### config.mk
export PLATFORM = sky130hd
export DESIGN_NAME = alu_serial_ctrl
export DESIGN_NICKNAME = d
export VERILOG_FILES = /design/src/rtl/alu_serial_pkg.sv /design/src/rtl/alu_serial_shreg.sv /design/src/rtl/alu_serial_ctrl.sv
export SDC_FILE = /design/constraint.sdc
export NUM_CORES = 1
export LEC_CHECK = 0
export CAP_MARGIN = 15
export CELL_PAD_IN_SITES_DETAIL_PLACEMENT = 0
export CELL_PAD_IN_SITES_GLOBAL_PLACEMENT = 2
export CORE_ASPECT_RATIO = 1.1
export CORE_MARGIN = 2
export CORE_UTILIZATION = 30
export DETAILED_ROUTE_END_ITERATION = 8
export PLACE_DENSITY_LB_ADDON = 0.1
export SETUP_SLACK_MARGIN = 0.5
export SLEW_MARGIN = 20
export SYNTH_ARGS = -nofsm -noshare
export SYNTH_HDL_FRONTEND = slang
export SYNTH_HIERARCHICAL = 1
export SYNTH_SLANG_ARGS = --single-unit
### constraint.sdc
create_clock -name clk -period 1.6 [get_ports clk]
set_clock_uncertainty 0.05 [all_clocks]
set_input_delay 0.16 -clock clk [delete_from_list [all_inputs] [get_ports clk]]
set_output_delay 0.16 -clock clk [all_outputs]
set_load 0.01 [all_outputs]
### src/rtl/alu_serial_pkg.sv
// Shared encodings, FSM state type and carry-init helper for the bit-serial ALU sequencer.
// The optional abort feature in the top is enabled by defining ALU_SERIAL_ABORT_EN.
package alu_serial_pkg;

  // Arithmetic-mode operation encodings
  localparam logic [2:0] OP_ADD  = 3'b000;
  localparam logic [2:0] OP_SUB  = 3'b001;
  localparam logic [2:0] OP_INC  = 3'b010;
  localparam logic [2:0] OP_DEC  = 3'b011;

  // Logic-mode operation encodings share the same codes
  localparam logic [2:0] OP_AND  = 3'b000;
  localparam logic [2:0] OP_OR   = 3'b001;
  localparam logic [2:0] OP_XOR  = 3'b010;
  localparam logic [2:0] OP_NOTA = 3'b011;

  localparam logic MODE_ARITH = 1'b0;
  localparam logic MODE_LOGIC = 1'b1;

  typedef enum logic [1:0] {
    IDLE = 2'd0,
    RUN  = 2'd1,
    DONE = 2'd2
  } state_t;

  // SUB and INC start with carry 1 (two's-complement subtract, +1); everything else 0.
  function automatic logic init_carry(input logic mode, input logic [2:0] opsel);
    return (mode == MODE_ARITH) && ((opsel == OP_SUB) || (opsel == OP_INC));
  endfunction

endpackage

### src/rtl/alu_serial_shreg.sv
// WIDTH-bit parallel-load, right-shift register with serial input at the MSB end.
// Load has priority over shift.
module alu_serial_shreg #(
  parameter int WIDTH = 8
) (
  input  logic             clk,
  input  logic             rst_n,
  input  logic             i_load,
  input  logic [WIDTH-1:0] i_load_val,
  input  logic             i_shift,
  input  logic             i_ser_in,
  output logic [WIDTH-1:0] o_q
);

  logic [WIDTH-1:0] r_q;

  always_ff @(posedge clk or negedge rst_n) begin
    if (!rst_n) begin
      r_q <= '0;
    end else if (i_load) begin
      r_q <= i_load_val;
    end else if (i_shift) begin
      r_q <= {i_ser_in, r_q[WIDTH-1:1]};
    end
  end

  assign o_q = r_q;

endmodule

### src/rtl/alu_serial_ctrl.sv
// Bit-serial sequencer driving a 1-bit ALU slice LSB first; builds the result and C/Z/O/S flags.
// Define ALU_SERIAL_ABORT_EN to add the abort input that cancels an operation in RUN.
//
// Handshake: start is accepted only when dbg_state==IDLE (busy low); busy stays high through
// RUN and DONE, and done pulses for exactly one cycle when result and flags become valid.
module alu_serial_ctrl
  import alu_serial_pkg::*;
#(
  parameter int WIDTH = 8
) (
  input  logic             clk,
  input  logic             rst_n,
  input  logic             start,
  input  logic [WIDTH-1:0] op_a,
  input  logic [WIDTH-1:0] op_b,
  input  logic [2:0]       opsel,
  input  logic             mode,
`ifdef ALU_SERIAL_ABORT_EN
  input  logic             abort,
`endif
  output logic             busy,
  output logic             done,
  output logic [WIDTH-1:0] result,
  output logic             c_flag,
  output logic             z_flag,
  output logic             o_flag,
  output logic             s_flag,
  output logic             slice_op1,
  output logic             slice_op2,
  output logic             slice_cin,
  output logic [2:0]       slice_opsel,
  output logic             slice_mode,
  input  logic             slice_result,
  input  logic             slice_cout,
  output state_t           dbg_state
);

  localparam int CNT_W = (WIDTH > 1) ? $clog2(WIDTH) : 1;
  localparam logic [CNT_W-1:0] CNT_LAST = CNT_W'(WIDTH - 1);
  localparam logic [CNT_W-1:0] CNT_ONE  = CNT_W'(1);

  state_t           r_state;
  logic [CNT_W-1:0] r_cnt;
  logic             r_carry;
  logic [2:0]       r_opsel;
  logic             r_mode;
  logic             r_busy;
  logic             r_done;
  logic             r_c;
  logic             r_z;
  logic             r_o;
  logic             r_s;

  logic             w_load;
  logic             w_shift;
  logic             w_abort;
  logic             w_last;
  logic [WIDTH-1:0] w_a;
  logic [WIDTH-1:0] w_b;
  logic [WIDTH-1:0] w_res;
  logic [WIDTH-1:0] w_res_next;

`ifdef ALU_SERIAL_ABORT_EN
  assign w_abort = abort;
`else
  assign w_abort = 1'b0;
`endif

  assign w_load     = (r_state == IDLE) && start;
  assign w_shift    = (r_state == RUN) && !w_abort;
  assign w_last     = (r_cnt == CNT_LAST);
  assign w_res_next = {slice_result, w_res[WIDTH-1:1]};

  alu_serial_shreg #(.WIDTH(WIDTH)) u_shreg_a (
    .clk        (clk),
    .rst_n      (rst_n),
    .i_load     (w_load),
    .i_load_val (op_a),
    .i_shift    (w_shift),
    .i_ser_in   (1'b0),
    .o_q        (w_a)
  );

  alu_serial_shreg #(.WIDTH(WIDTH)) u_shreg_b (
    .clk        (clk),
    .rst_n      (rst_n),
    .i_load     (w_load),
    .i_load_val (op_b),
    .i_shift    (w_shift),
    .i_ser_in   (1'b0),
    .o_q        (w_b)
  );

  // Result fills from the MSB end; after WIDTH shifts bit 0 sits at the LSB.
  alu_serial_shreg #(.WIDTH(WIDTH)) u_shreg_res (
    .clk        (clk),
    .rst_n      (rst_n),
    .i_load     (1'b0),
    .i_load_val ('0),
    .i_shift    (w_shift),
    .i_ser_in   (slice_result),
    .o_q        (w_res)
  );

`ifdef ALU_SERIAL_ABORT_EN
  // An aborted run leaves the shift register half-written, so the visible result is a copy
  // taken only when an operation completes.
  logic [WIDTH-1:0] r_result_hold;

  always_ff @(posedge clk or negedge rst_n) begin
    if (!rst_n) begin
      r_result_hold <= '0;
    end else if (w_shift && w_last) begin
      r_result_hold <= w_res_next;
    end
  end

  assign result = r_result_hold;
`else
  assign result = w_res;
`endif

  always_ff @(posedge clk or negedge rst_n) begin
    if (!rst_n) begin
      r_state <= IDLE;
      r_cnt   <= '0;
      r_carry <= 1'b0;
      r_opsel <= 3'b000;
      r_mode  <= 1'b0;
      r_busy  <= 1'b0;
      r_done  <= 1'b0;
      r_c     <= 1'b0;
      r_z     <= 1'b0;
      r_o     <= 1'b0;
      r_s     <= 1'b0;
    end else begin
      r_done <= 1'b0;
      case (r_state)
        IDLE: begin
          if (start) begin
            r_state <= RUN;
            r_busy  <= 1'b1;
            r_cnt   <= '0;
            r_carry <= init_carry(mode, opsel);
            r_opsel <= opsel;
            r_mode  <= mode;
          end
        end
        RUN: begin
          if (w_abort) begin
            r_state <= IDLE;
            r_busy  <= 1'b0;
          end else begin
            r_carry <= slice_cout;
            r_cnt   <= r_cnt + CNT_ONE;
            if (w_last) begin
              // slice_cin here is the carry into the MSB, needed for signed overflow.
              r_state <= DONE;
              r_done  <= 1'b1;
              r_z     <= (w_res_next == '0);
              r_s     <= slice_result;
              r_c     <= (r_mode == MODE_ARITH) ? slice_cout : 1'b0;
              r_o     <= (r_mode == MODE_ARITH) ? (r_carry ^ slice_cout) : 1'b0;
            end
          end
        end
        DONE: begin
          r_state <= IDLE;
          r_busy  <= 1'b0;
        end
        default: begin
          r_state <= IDLE;
          r_busy  <= 1'b0;
        end
      endcase
    end
  end

  assign busy        = r_busy;
  assign done        = r_done;
  assign c_flag      = r_c;
  assign z_flag      = r_z;
  assign o_flag      = r_o;
  assign s_flag      = r_s;
  assign slice_op1   = w_a[0];
  assign slice_op2   = w_b[0];
  assign slice_cin   = r_carry;
  assign slice_opsel = r_opsel;
  assign slice_mode  = r_mode;
  assign dbg_state   = r_state;

endmodule

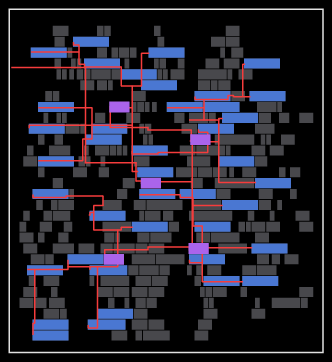
**Above:** clock wires, drivers and flops.
Drawn at 4 px/um.
clock wires: shown in red, length 578 um. flip-flops: shown in blue, count 40. clock drivers: shown in purple, count 5.
Position of the flops: spread over the die.
P_clk: 0.000922 W
Clock Power Share: 16.6%
worst-skew pair later-pin latency: 0.29 ns

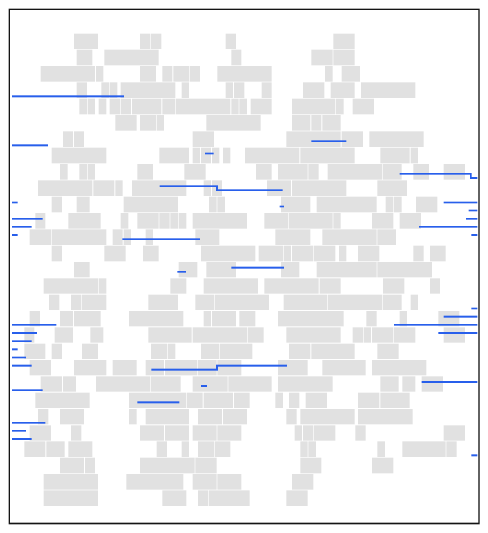
**Above:** the metal 3 layer.
Drawn at 6 px/um.
The wires run mostly horizontal. The longest straight run is 18.4 um. The layer holds 4.3% of the routed length. The layer carries 216 um of wire. 31 nets have wire on it.
via count: 1,541
Routed WL: 4970 um
GR Layer Usage met3: 4.04%

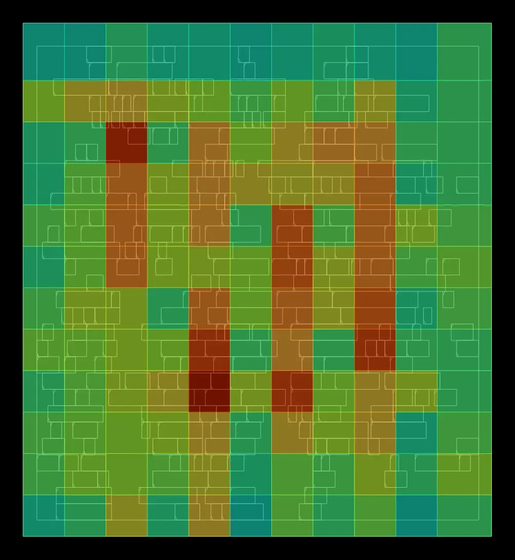
**Above:** track usage over the die.
GR Layer Usage met1: 20.7%
GRT Total Usage: 15.6%
layer with the highest usage: met2
drt wl/cell: 14.5 um
Final Core Density: 52.7%

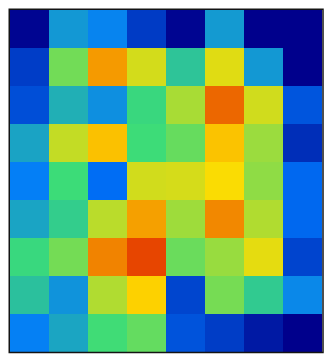
**Above:** cell density map.
Drawn at 4 px/um. 8 x 9 tiles, from dark blue (low) to red (high), 0 to 100% covered.
The densest ninth of the die: centre. The mean over all tiles is 44%. 13% of the tiles are over 75% full. The fullest tile reaches 92%. 8.3% of the tiles are nearly empty.

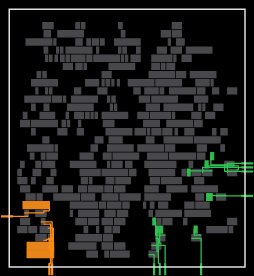
**Above:** nets reached from selected ports.
Drawn at 3 px/um.
`op_b`: shown in green, direction input, edge 4 east, 4 south, end cells 8, buffers 8, wire 146 um. `slice_opsel`: shown in orange, direction output, edge 2 south, 1 west, end cells 3, buffers 3, wire 68.6 um.
# port buffers: 47
# IOs: 48

-- synthesized netlist by cell type (2+ instances only) --
| cell type | instances | share of area, % |
|---|---|---|
| a22o_1 | 2 | 0.97 |
| o21ai_0 | 5 | 1.4 |
| nand2b_1 | 2 | 0.69 |
| ha_1 | 2 | 1.4 |
| xnor2_1 | 2 | 0.97 |
| mux2i_1 | 24 | 13 |
| mux2_2 | 4 | 2.5 |
| o21ai_1 | 24 | 6.6 |
| inv_1 | 5 | 1.0 |
| nand2_1 | 29 | 6.0 |
| buf_6 | 6 | 3.7 |
| nor4_1 | 2 | 0.69 |
| dfrtp_1 | 40 | 55 |
==> results.toml <==
# physical design summary
[run_status]
status = "finished clean"

[synthesis]
synth.cell_area_um2 = 1810
yosys_area_um2 = 1810
netlist_instances = 158
synth_area_per_cell_um2 = 11.5
synth_seq_share_pct = 55.3
async_flop_share_pct = 100
yosys_warnings = 6
ys_top_logic_family = "multiplexers"
numSynthFlops = 40
ys_sh_mux_pct = 16.6
synth_adder_area_share_pct = 1.38

[clocking]
clock_path_buffers = 2
tritoncts = "done"
htree_levels = 2
clkTransAtPathRegs_ns = 0.09
cts_buffers = 5
cts_root_buf = "clkbuf_8"
ctsHoldBuffers = 1

[cells_and_area]
clk_share_pct = 4.13
sh_seq_area_pct = 32.8
fillerInstances = 556
finalNonFillerCells = 344
dominant_cells = "sequential cells"
n_antenna_cell = 0
logic_gate_count = 122
syn2layout_area_growth_pct = 69.2
inv_count = 9
buffer_area_share_pct = 27.9
nNonClkBuffers = 88
ff_count = 40
drive_gt1_share_pct = 41.6
mostFrequentLayoutCell = "dfrtp_1"
comb_area_share_pct = 29.4

[placed_design]
gp_congestion = 0.729
hpwl_um = 2600
dp.cells = 295

[setup_path]
cp_num_cells = 6
worstSetupPathType = "flop to flop"
crit_required_ns = 1.74
reg2reg_from = "dbg_state[0]"
cp-end-kind = "flop"
r2r_slack_ns = 0.24
cp_num_buf_inv = 3
max_stage_delay_ns = 0.44
cp-start-kind = "flop"
arrival_ns = 1.50

[power]
switchingPower_w = 0.00193
switching_share_pct = 34.7
finalPower_w = 0.00556
p_seq_w = 0.00171
seqPwrFrac_pct = 30.7
pwr_density_cell_nw_per_um2 = 1820
p_leak_nw = 1.48
comb_power_share_pct = 52.7

[final_timing]
timing.hold.ws_ns = 0.312
min_period_ns = 1.36
finalSetupTns_ns = 0
fin_crit_sh_pct = 85.0
rsz0062_at_grt = "true"
hold_viol_final = 0
maxSlewViolCount = 0
timing.fmax_mhz = 735

[die]
die_w_um = 78.0
die_area_um2 = 6670
die_h_um = 85.5
fp-row-count = 29

[drt]
wl_met3_um = 215
dr.pass1.iters = 4
vias_per_cell = 4.48
dr_wl_met2_um = 2440
dr.max_layer_used = "met4"
drtAntennaViolNets = 0
drc = 0
drt_iter0_drc = 52

[global_routing]
grt_pass1_wl_um = 7980
grt_pass1_vias = 1621
grt_max_degree = 41
grt_overflow = 0

[run]
warnings = 29
max_cap_violations = 0

[min_path]
min_path_type = "input pin to async pin"
Power and IR drop assume default switching activity.
